Figure 1. Placed cells, one colour a class.
Scale: 6 px per um.
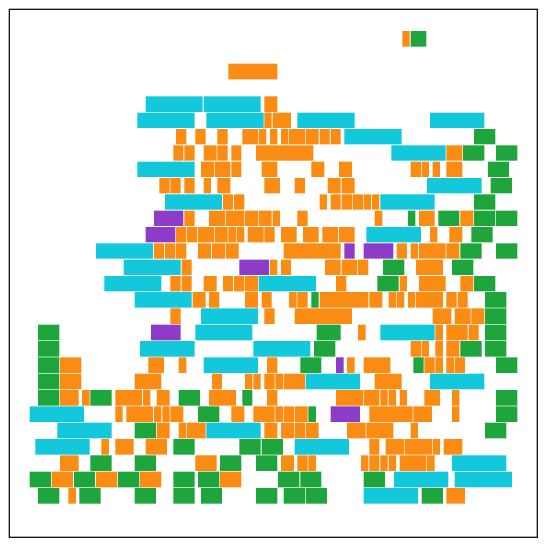
Figure 2. Cells by drive strength.
Scale: 3 px per um.
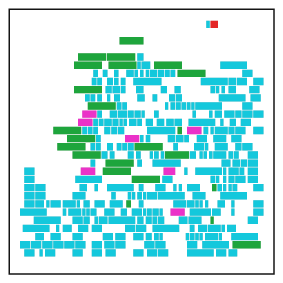
Figure 3. Signal wires on met3.
Scale: 4 px per um. Cells faint in the background.
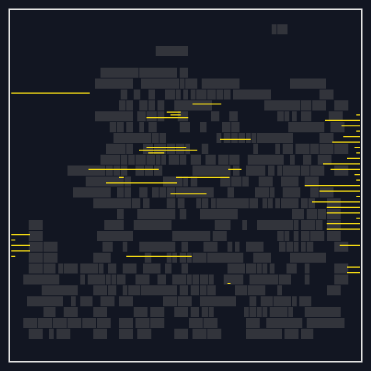
[config.mk]
export PLATFORM = sky130hd
export DESIGN_NAME = ts_id_arbiter
export DESIGN_NICKNAME = d
export VERILOG_FILES = /design/src/rtl/ts_id_arbiter.sv
export SDC_FILE = /design/constraint.sdc
export NUM_CORES = 1
export LEC_CHECK = 0
export ABC_AREA = 0
export CORE_MARGIN = 3
export CORE_UTILIZATION = 35
export DETAILED_ROUTE_END_ITERATION = 10
export GPL_ROUTABILITY_DRIVEN = 0
export GPL_TIMING_DRIVEN = 0
export PLACE_DENSITY = 0.69
export SLEW_MARGIN = 15
export SYNTH_ARGS = -nofsm -noshare
export SYNTH_HDL_FRONTEND = slang
export SYNTH_SLANG_ARGS = --single-unit
[constraint.sdc]
create_clock -name clk -period 7.6 [get_ports clk]
set_input_delay 1.14 -clock clk [delete_from_list [all_inputs] [get_ports clk]]
set_output_delay 1.14 -clock clk [all_outputs]
set_load 0.02 [all_outputs]
[src/rtl/ts_id_arbiter.sv]
// ts_id_arbiter: shares one event timestamper between N_REQ requesters and owns its event-ID pool.
// Optional define TS_ID_OWNER_CHECK_EN rejects end requests for free IDs or IDs owned by another requester.
module ts_id_arbiter #(
    parameter int N_REQ = 4,
    parameter int ID_W  = 4
) (
    input  logic                  clk,
    input  logic                  rst,
    input  logic [N_REQ-1:0]      req_start_valid,
    output logic [N_REQ-1:0]      req_start_ready,
    output logic [ID_W-1:0]       req_start_id,
    input  logic [N_REQ-1:0]      req_end_valid,
    output logic [N_REQ-1:0]      req_end_ready,
    input  logic [N_REQ*ID_W-1:0] req_end_id,
    output logic                  ts_start_valid,
    input  logic                  ts_start_ready,
    output logic [ID_W-1:0]       ts_start_id,
    output logic                  ts_end_valid,
    input  logic                  ts_end_ready,
    output logic [ID_W-1:0]       ts_end_id,
    input  logic                  ts_out_valid,
    input  logic                  ts_out_ready,
    input  logic [ID_W-1:0]       ts_out_id,
    output logic [ID_W:0]         free_cnt,
    output logic                  owner_err
);
    localparam int NID = 1 << ID_W;
    localparam int PW  = (N_REQ > 1) ? $clog2(N_REQ) : 1;
    localparam logic [0:0] S_IDLE = 1'b0, S_ISSUE = 1'b1;
    localparam logic [0:0] E_IDLE = 1'b0, E_ISSUE = 1'b1;

    logic [NID-1:0]  r_pool;
    logic [ID_W:0]   r_free_cnt;
    logic [0:0]      r_s_state, r_e_state;
    logic [PW-1:0]   r_s_ptr, r_e_ptr;
    logic [ID_W-1:0] r_s_id, r_e_id;
    logic [PW-1:0]   w_s_win, w_e_win;
    logic [ID_W-1:0] w_alloc_id, w_e_id;
    logic            w_s_go, w_e_grant, w_e_fwd, w_free;

    // Scan in reverse search order so the last hit is the first requester at or after the pointer.
    always_comb begin
        w_s_win    = '0;
        w_e_win    = '0;
        w_alloc_id = '0;
        for (int k = N_REQ - 1; k >= 0; k--) begin
            if (req_start_valid[(int'(r_s_ptr) + k) % N_REQ]) w_s_win = PW'((int'(r_s_ptr) + k) % N_REQ);
            if (req_end_valid[(int'(r_e_ptr) + k) % N_REQ])   w_e_win = PW'((int'(r_e_ptr) + k) % N_REQ);
        end
        for (int k = NID - 1; k >= 0; k--)
            if (r_pool[k]) w_alloc_id = ID_W'(k);
    end

    assign w_s_go          = !rst && r_s_state == S_IDLE && |req_start_valid && r_free_cnt != '0;
    assign w_e_grant       = !rst && r_e_state == E_IDLE && |req_end_valid;
    assign w_e_id          = req_end_id[int'(w_e_win)*ID_W +: ID_W];
    assign w_free          = ts_out_valid && ts_out_ready && !r_pool[ts_out_id];
    assign req_start_ready = w_s_go ? N_REQ'(1) << w_s_win : '0;
    assign req_start_id    = w_s_go ? w_alloc_id : '0;
    assign req_end_ready   = w_e_grant ? N_REQ'(1) << w_e_win : '0;
    assign ts_start_valid  = r_s_state == S_ISSUE;
    assign ts_start_id     = r_s_id;
    assign ts_end_valid    = r_e_state == E_ISSUE;
    assign ts_end_id       = r_e_id;
    assign free_cnt        = r_free_cnt;

`ifdef TS_ID_OWNER_CHECK_EN
    logic [PW-1:0] r_owner [NID];
    logic          w_reject;

    always_ff @(posedge clk)
        if (w_s_go) r_owner[w_alloc_id] <= w_s_win;

    assign w_reject  = r_pool[w_e_id] || r_owner[w_e_id] != w_e_win;
    assign w_e_fwd   = w_e_grant && !w_reject;
    assign owner_err = w_e_grant && w_reject;
`else
    assign w_e_fwd   = w_e_grant;
    assign owner_err = 1'b0;
`endif

    always_ff @(posedge clk or posedge rst) begin
        if (rst) begin
            r_pool     <= '1;
            r_free_cnt <= (ID_W+1)'(NID);
        end else begin
            if (w_free) r_pool[ts_out_id] <= 1'b1;
            if (w_s_go) r_pool[w_alloc_id] <= 1'b0;
            r_free_cnt <= r_free_cnt + (ID_W+1)'(w_free) - (ID_W+1)'(w_s_go);
        end
    end

    always_ff @(posedge clk or posedge rst) begin
        if (rst) begin
            r_s_state <= S_IDLE;
            r_s_ptr   <= '0;
            r_s_id    <= '0;
        end else if (w_s_go) begin
            r_s_state <= S_ISSUE;
            r_s_id    <= w_alloc_id;
            r_s_ptr   <= w_s_win == PW'(N_REQ - 1) ? '0 : w_s_win + 1'b1;
        end else if (ts_start_valid && ts_start_ready) begin
            r_s_state <= S_IDLE;
        end
    end

    always_ff @(posedge clk or posedge rst) begin
        if (rst) begin
            r_e_state <= E_IDLE;
            r_e_ptr   <= '0;
            r_e_id    <= '0;
        end else if (w_e_grant) begin
            r_e_ptr <= w_e_win == PW'(N_REQ - 1) ? '0 : w_e_win + 1'b1;
            if (w_e_fwd) begin
                r_e_state <= E_ISSUE;
                r_e_id    <= w_e_id;
            end
        end else if (ts_end_valid && ts_end_ready) begin
            r_e_state <= E_IDLE;
        end
    end
endmodule

==> flow_summary.yaml <==
# physical design summary
yosys:
  synth_top_flop_cell: "dfrtp_1"
  async_reset_ff_share_pct: 100
  yosysCellCount: 253
  ys_seq_share_pct: 38.3
  numSynthFlops: 35
  ys_sh_mux_pct: 9.57
  adder_share_pct: 8.34
  ys_sh_xor_pct: 1.50
  synthSimpleGateAreaFrac_pct: 18.8
cells_and_area:
  buf_share_pct: 20.5
  seq_cells: 35
  post-route-util_pct: 48.7
  largest_cell_class: "multi-input combinational cells"
  nNonClkInverters: 21
  diodes: 0
  finish.net_count: 369
  n_clock_buffer: 7
place:
  post_dp_cell_area_um2: 3040
  dp_hpwl_um: 4470
worst_setup_path:
  path_delay_family: "buffers and inverters"
  crit_start: "req_start_valid[0]"
  path_buffers: 4
  r2r_start: "r_pool[9]$_DFF_PP1_"
  cp_cell_sequence: "clkdlybuf4s50_1 > nor4_1 > or4_1 > buf_2 > clkinv_1 > o21ai_0 > nor2_1 > clkdlybuf4s50_1"
  cp_common_cell: "clkdlybuf4s50_1"
  ff2ff_path_depth: 13
  path_class: "input port to output pin"
  worstSetupStartpointType: "input port"
global_routing:
  grtUsageMet1_pct: 21.3
  track_usage_pct: 16.1
drt:
  dr.first_iter.drc_count: 133
  topRoutingLayerUsed: "met4"
  first_pass_iters: 6
  wl_met2_um: 2720
power:
  p_per_area_nw_per_um2: 371
  p_clk_uw: 139
  combPwrFrac_pct: 52.7
  max-vdd-ir-drop_v: 0.000130
  p_sw_share_pct: 42.1
  pwr-share-seq_pct: 35.4
  power-top-group: "combinational logic"
  p_int_uw: 672
floorplanning:
  chipArea_um2: 7700
  io_pins: 62
  nWellTaps: 77
final_timing:
  hold-worst-slack_ns: 0.479
  report.final.slew_viol_count: 0
  finalClockPeriodUsage_pct: 60.7
  rsz0062_at_grt: "false"
  skew_ns: 0.0156
clock_network:
  cts_tree: "done"
  ctsHoldBuffers: 0
status:
  status: "finished, final reports clean"
About Figure 1:
class	colour	cells	share of their area
flip-flops	cyan	35	30%
other buffers and delay cells	green	67	21%
clock drivers and dummy loads	purple	8	3.0%
all other logic	orange	211	46%
Core Area: 6420 um^2
fraction of area in registers: 28.7%
Post-Layout Inst Area: 3130 um^2

About Figure 2:
size	colour	cells	share
drive 2	green	23	7.2%
drive 6 and up	magenta	7	2.2%
drive 3 to 4	red	1	0.31%
drive 1 or less	cyan	290	90%
Layout area overhead: 33.7%
Non-clock buffers: 67
final setup margin: 2.99 ns

About Figure 3:
wire length on this layer	294 um
nets with wire on the layer	41
main direction	horizontal
final wirelength: 5740 um
met3 Resource Use GR: 3.01%
total number of vias: 2114

cell usage in the layout (no fill, tap or decap), types with 6 or more instances in the layout:
cell type and n:
and2_1 12, nor2_1 18, mux2i_1 10, inv_1 19, clkbuf_8 6, dfstp_2 17
nand2_1 15, o21ai_0 9, ha_1 14, a21oi_1 39, or4_1 6, dfrtp_1 18
clkdlybuf4s50_1 60, nor3_1 8
through the flow:
step / instances / setup slack, ns
finish: 398 / 2.99
global route: 398 / 2.79
CTS: 398 / 2.96
detailed placement: 390 / 2.98
global placement: 390 / 3.00
floorplan: 253 / 3.85
registers in the layout, indices dropped and copies added, names as in the netlist:
register / count
free_cnt: 5
ts_end_id: 4
ts_start_valid: 1
r_e_ptr: 2
r_pool: 16
r_s_ptr: 2
ts_start_id: 4
ts_end_valid: 1
Power figures rest on the tool's default switching activity, not on a simulated workload.
